===== src/rtl/mode_share_arbiter.sv =====
// Two-requester round-robin arbiter for a shared dual-mode cell. Sequences the
// cell's mode select and holds off the grant for a settle window after a change.
module mode_share_arbiter #(
  parameter int unsigned SETTLE_CYCLES = 2
) (
  input  logic       clk,
  input  logic       rst,
  input  logic       req0,
  input  logic       req_mode0,
  input  logic       req1,
  input  logic       req_mode1,
  output logic       gnt0,
  output logic       gnt1,
  output logic       mode_sel,
  output logic       in_use,
  output logic       settling,
  output logic [7:0] switch_count
);

  typedef enum logic [1:0] {
    IDLE   = 2'd0,
    SETTLE = 2'd1,
    GRANT  = 2'd2
  } state_t;

  localparam logic [3:0] SETTLE_INIT = 4'(SETTLE_CYCLES);

  state_t     state_r;
  logic       ptr_r;
  logic       win_r;
  logic [3:0] cnt_r;

  logic win_s;
  logic wmode_s;
  logic req_win_s;

  // Arbitration winner, the mode it wants, and the latched winner's live request
  always_comb begin
    win_s     = 1'b0;
    wmode_s   = 1'b0;
    req_win_s = 1'b0;
    if (req0 && req1) begin
      win_s = ptr_r;
    end else if (req1) begin
      win_s = 1'b1;
    end else begin
      win_s = 1'b0;
    end
    if (win_s) begin
      wmode_s = req_mode1;
    end else begin
      wmode_s = req_mode0;
    end
    if (win_r) begin
      req_win_s = req1;
    end else begin
      req_win_s = req0;
    end
  end

  // Arbiter state machine with registered outputs
  always_ff @(posedge clk or posedge rst) begin
    if (rst) begin
      state_r      <= IDLE;
      ptr_r        <= 1'b0;
      win_r        <= 1'b0;
      cnt_r        <= 4'd0;
      gnt0         <= 1'b0;
      gnt1         <= 1'b0;
      mode_sel     <= 1'b0;
      in_use       <= 1'b0;
      settling     <= 1'b0;
      switch_count <= 8'd0;
    end else begin
      case (state_r)
        IDLE: begin
          if (req0 || req1) begin
            win_r <= win_s;
            if (wmode_s == mode_sel) begin
              state_r <= GRANT;
            end else begin
              mode_sel <= wmode_s;
              cnt_r    <= SETTLE_INIT;
              settling <= 1'b1;
              if (switch_count != 8'hFF) begin
                switch_count <= switch_count + 8'd1;
              end
              state_r  <= SETTLE;
            end
          end
        end
        SETTLE: begin
          // Abandoned switches keep the new mode select; only the grant is lost
          if (!req_win_s) begin
            settling <= 1'b0;
            cnt_r    <= 4'd0;
            state_r  <= IDLE;
          end else if (cnt_r == 4'd1) begin
            settling <= 1'b0;
            cnt_r    <= 4'd0;
            gnt0     <= ~win_r;
            gnt1     <= win_r;
            in_use   <= 1'b1;
            state_r  <= GRANT;
          end else begin
            cnt_r <= cnt_r - 4'd1;
          end
        end
        GRANT: begin
          if (!req_win_s) begin
            gnt0    <= 1'b0;
            gnt1    <= 1'b0;
            in_use  <= 1'b0;
            ptr_r   <= ~win_r;
            state_r <= IDLE;
          end else begin
            gnt0   <= ~win_r;
            gnt1   <= win_r;
            in_use <= 1'b1;
          end
        end
        default: begin
          state_r  <= IDLE;
          gnt0     <= 1'b0;
          gnt1     <= 1'b0;
          in_use   <= 1'b0;
          settling <= 1'b0;
          cnt_r    <= 4'd0;
        end
      endcase
    end
  end

endmodule


===== config.mk =====
export PLATFORM = sky130hd
export DESIGN_NAME = mode_share_arbiter
export DESIGN_NICKNAME = d
export VERILOG_FILES = /design/src/rtl/mode_share_arbiter.sv
export SDC_FILE = /design/constraint.sdc
export NUM_CORES = 1
export LEC_CHECK = 0
export CORE_UTILIZATION = 53
export DETAILED_ROUTE_END_ITERATION = 10
export PLACE_DENSITY = 0.85
export SETUP_SLACK_MARGIN = 0.3
export SYNTH_ARGS = -nofsm -noshare
export SYNTH_HDL_FRONTEND = slang
export SYNTH_SLANG_ARGS = --single-unit

===== constraint.sdc =====
create_clock -name clk -period 2.3 [get_ports clk]
set_input_delay 0.46 -clock clk [delete_from_list [all_inputs] [get_ports clk]]
set_output_delay 0.46 -clock clk [all_outputs]
set_load 0.05 [all_outputs]

==> job_summary.md <==
## PnR job results

| Metric | Value |
|---|---|
| H-tree levels | `1` |
| Power Total | `0.00208 W` |
| Dominant logic cell type in the layout | `dfrtp_1` |
| Flop count | `21` |
| Inverter count | `9` |
| Final setup fails | `0` |
| Most flops, register | `switch_count` |
| Xor/xnor share | `4.21%` |
| Worst setup margin | `363 ps` |
| Place WS | `around 100 ps` |
| Mapped Cells | `between 100 and 150` |
| Levels on crit path | `1` |
| DRC errors left | `0` |
| Placed Area | `roughly 1500 µm²` |
| Grt total ovfl | `0` |
| FMAX | `roughly 0.52 GHz` |
| Worst Skew | `between 2 and 3 ps` |
| Comb area share | `45.0%` |
| Die width | `50.5 µm` |
| Async SR Flop Fraction | `100%` |
| Post-DRT Antenna Nets | `0` |
| Worst Hold Slack | `~460 ps` |
| GRT Util Overall | `21.2%` |
| Die height | `50.5 µm` |
| Top flop regs | `switch_count (8), cnt_r (4), state_r (2)` |
| Clock network area share | `under 10%` |
| CTS tree | `done` |
| Hold WC Path Type | `in -> async` |
| CTS Buf Count | `3` |
| Hold-fix buffers, CTS | `0` |
| Setup_tns | `0 ps` |
| GRT met3 Usage | `2.42%` |
| Crit path largest cell delay | `800 ps` |
| Post-CTS Setup Bufs | `0` |
| Yosys cell types | `between 40 and 50` |
| Clock buffer count | `3` |
| Total vias in the final route | `just under 1,000` |
| Slew @ Worst Pin | `499 ps` |
| Ys flops | `21` |
| P per Cell Area | `1390 nW/µm²` |
| Tool Warnings | `29` |
| Metal2 WL | `1200 µm` |
| Synth Net Count | `133` |
| ANT cells | `0` |
| Combinational Area | `674 µm²` |
| Top delay family on crit path | `buffers and inverters` |
| Area growth, synth to finish | `20.1%` |
| Yosys warning tally | `0` |
| Slew margin rel. | `66.7%` |
| Layout cells sized above 1 | `14.6%` |
| Reg2reg start | `cnt_r[1]` |
| Starting Density | `a little under three fifths` |
| FF-to-FF End | `gnt0` |
| Routed WL | `2380 µm` |
| Mapped Avg Cell Area | `10.3 µm²` |
| Post-synth EDFFs | `0` |
| Placed insts | `168` |
| Data required, critical path | `around 1800 ps` |
| Synth logic family | `simple AND/OR/NAND/NOR gates` |
| Syn Std Cell Area | `around 1200 µm²` |
| Yosys adder share | `6.02%` |
| First drt pass iteration count | `4` |
| # Cells Yosys | `between 100 and 150` |
| CTS sink count | `21` |
| Status | `completed` |
| Compound Share, Synth | `17.3%` |
| Final period utilization | `84.2%` |
| Flop share of the area | `35.1%` |
-- cell usage after synthesis (2+ instances only) --
master    count  area share (%)
mux2_4        2             2.4
xnor2_1       5             3.5
mux2i_1       2             1.6
mux2_2        2             1.8
a21oi_1       4             1.6
buf_2         2            0.80
inv_1         9             2.7
nand4_1       4             2.0
nand3_1       7             2.8
o31ai_1       4             2.4
nand2_1       7             2.1
nor2b_1       2             1.0
ha_1          6             6.0
dfrtp_1      21              42
nor3b_1       2             1.2
nand2b_1      3             1.5
a22o_1        2             1.4
o21ai_0       6             2.4
nor2_1        5             1.5
-- where the power goes --
part           internal, W  total (W)  switching, W  leakage, nW
clock            0.0000650   0.000182      0.000117       0.0177
combinational     0.000494    0.00125      0.000759        0.423
sequential        0.000510   0.000645      0.000134        0.273
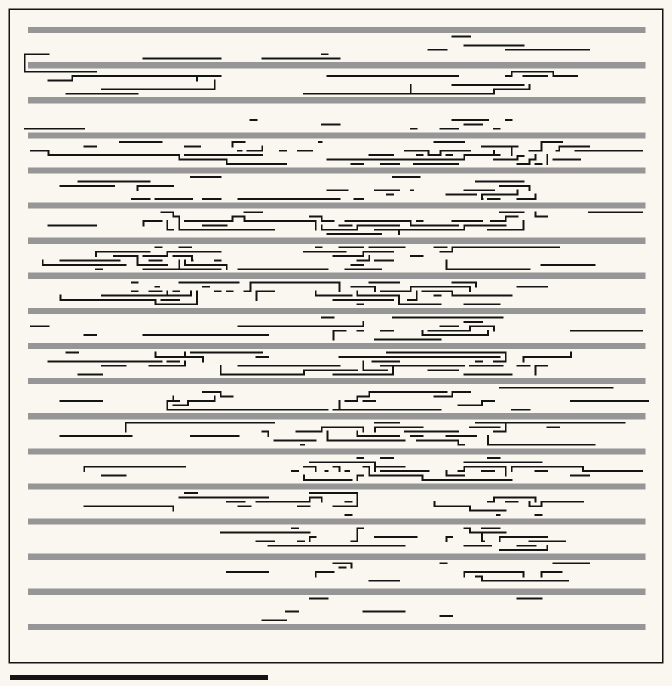
Fig. 1. Signal wires on met1.
Scale bar: 20 µm. Supply wires on this layer in grey.
The layer holds 44% of the routed length. The longest straight run is 14.7 µm. The wires run mostly horizontal.

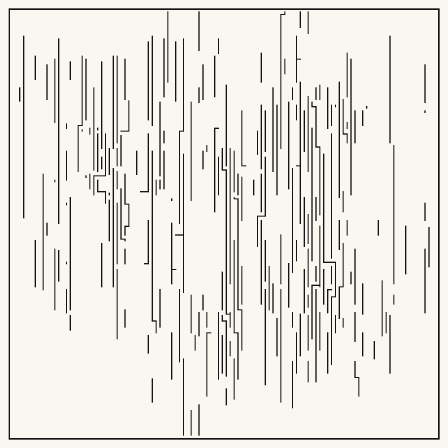
Fig. 2. M2 wires.
138 nets have wire on it. The layer holds 51% of the routed length. The wires run mostly vertical. The longest straight run is 21.8 µm. The layer carries 1,200 µm of wire.

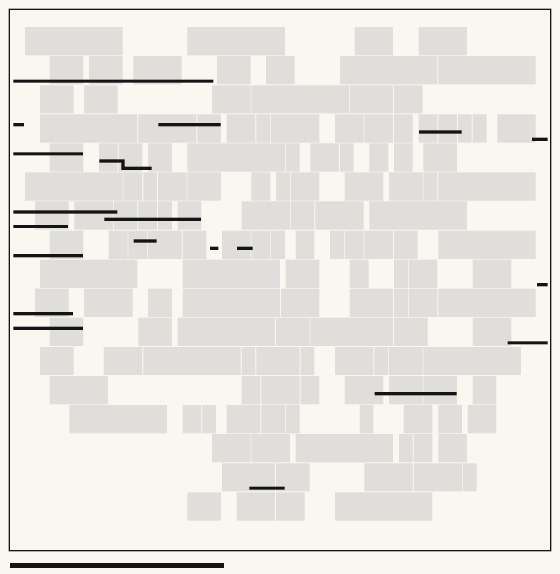
Fig. 3. The metal 3 layer.
Scale bar: 20 µm. Cells faint in the background.
18 nets have wire on it. The layer holds 4.2% of the routed length. The longest straight run is 18.4 µm.

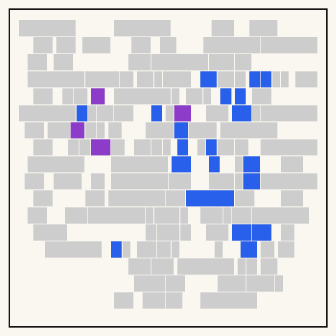
Fig. 4. Selected gate families.
and/or cells: marked purple, cells 4. aoi and oai cells: marked blue, cells 20, most used o21ai_0.

No activity file was given, so power comes from the tool's default toggle rates.
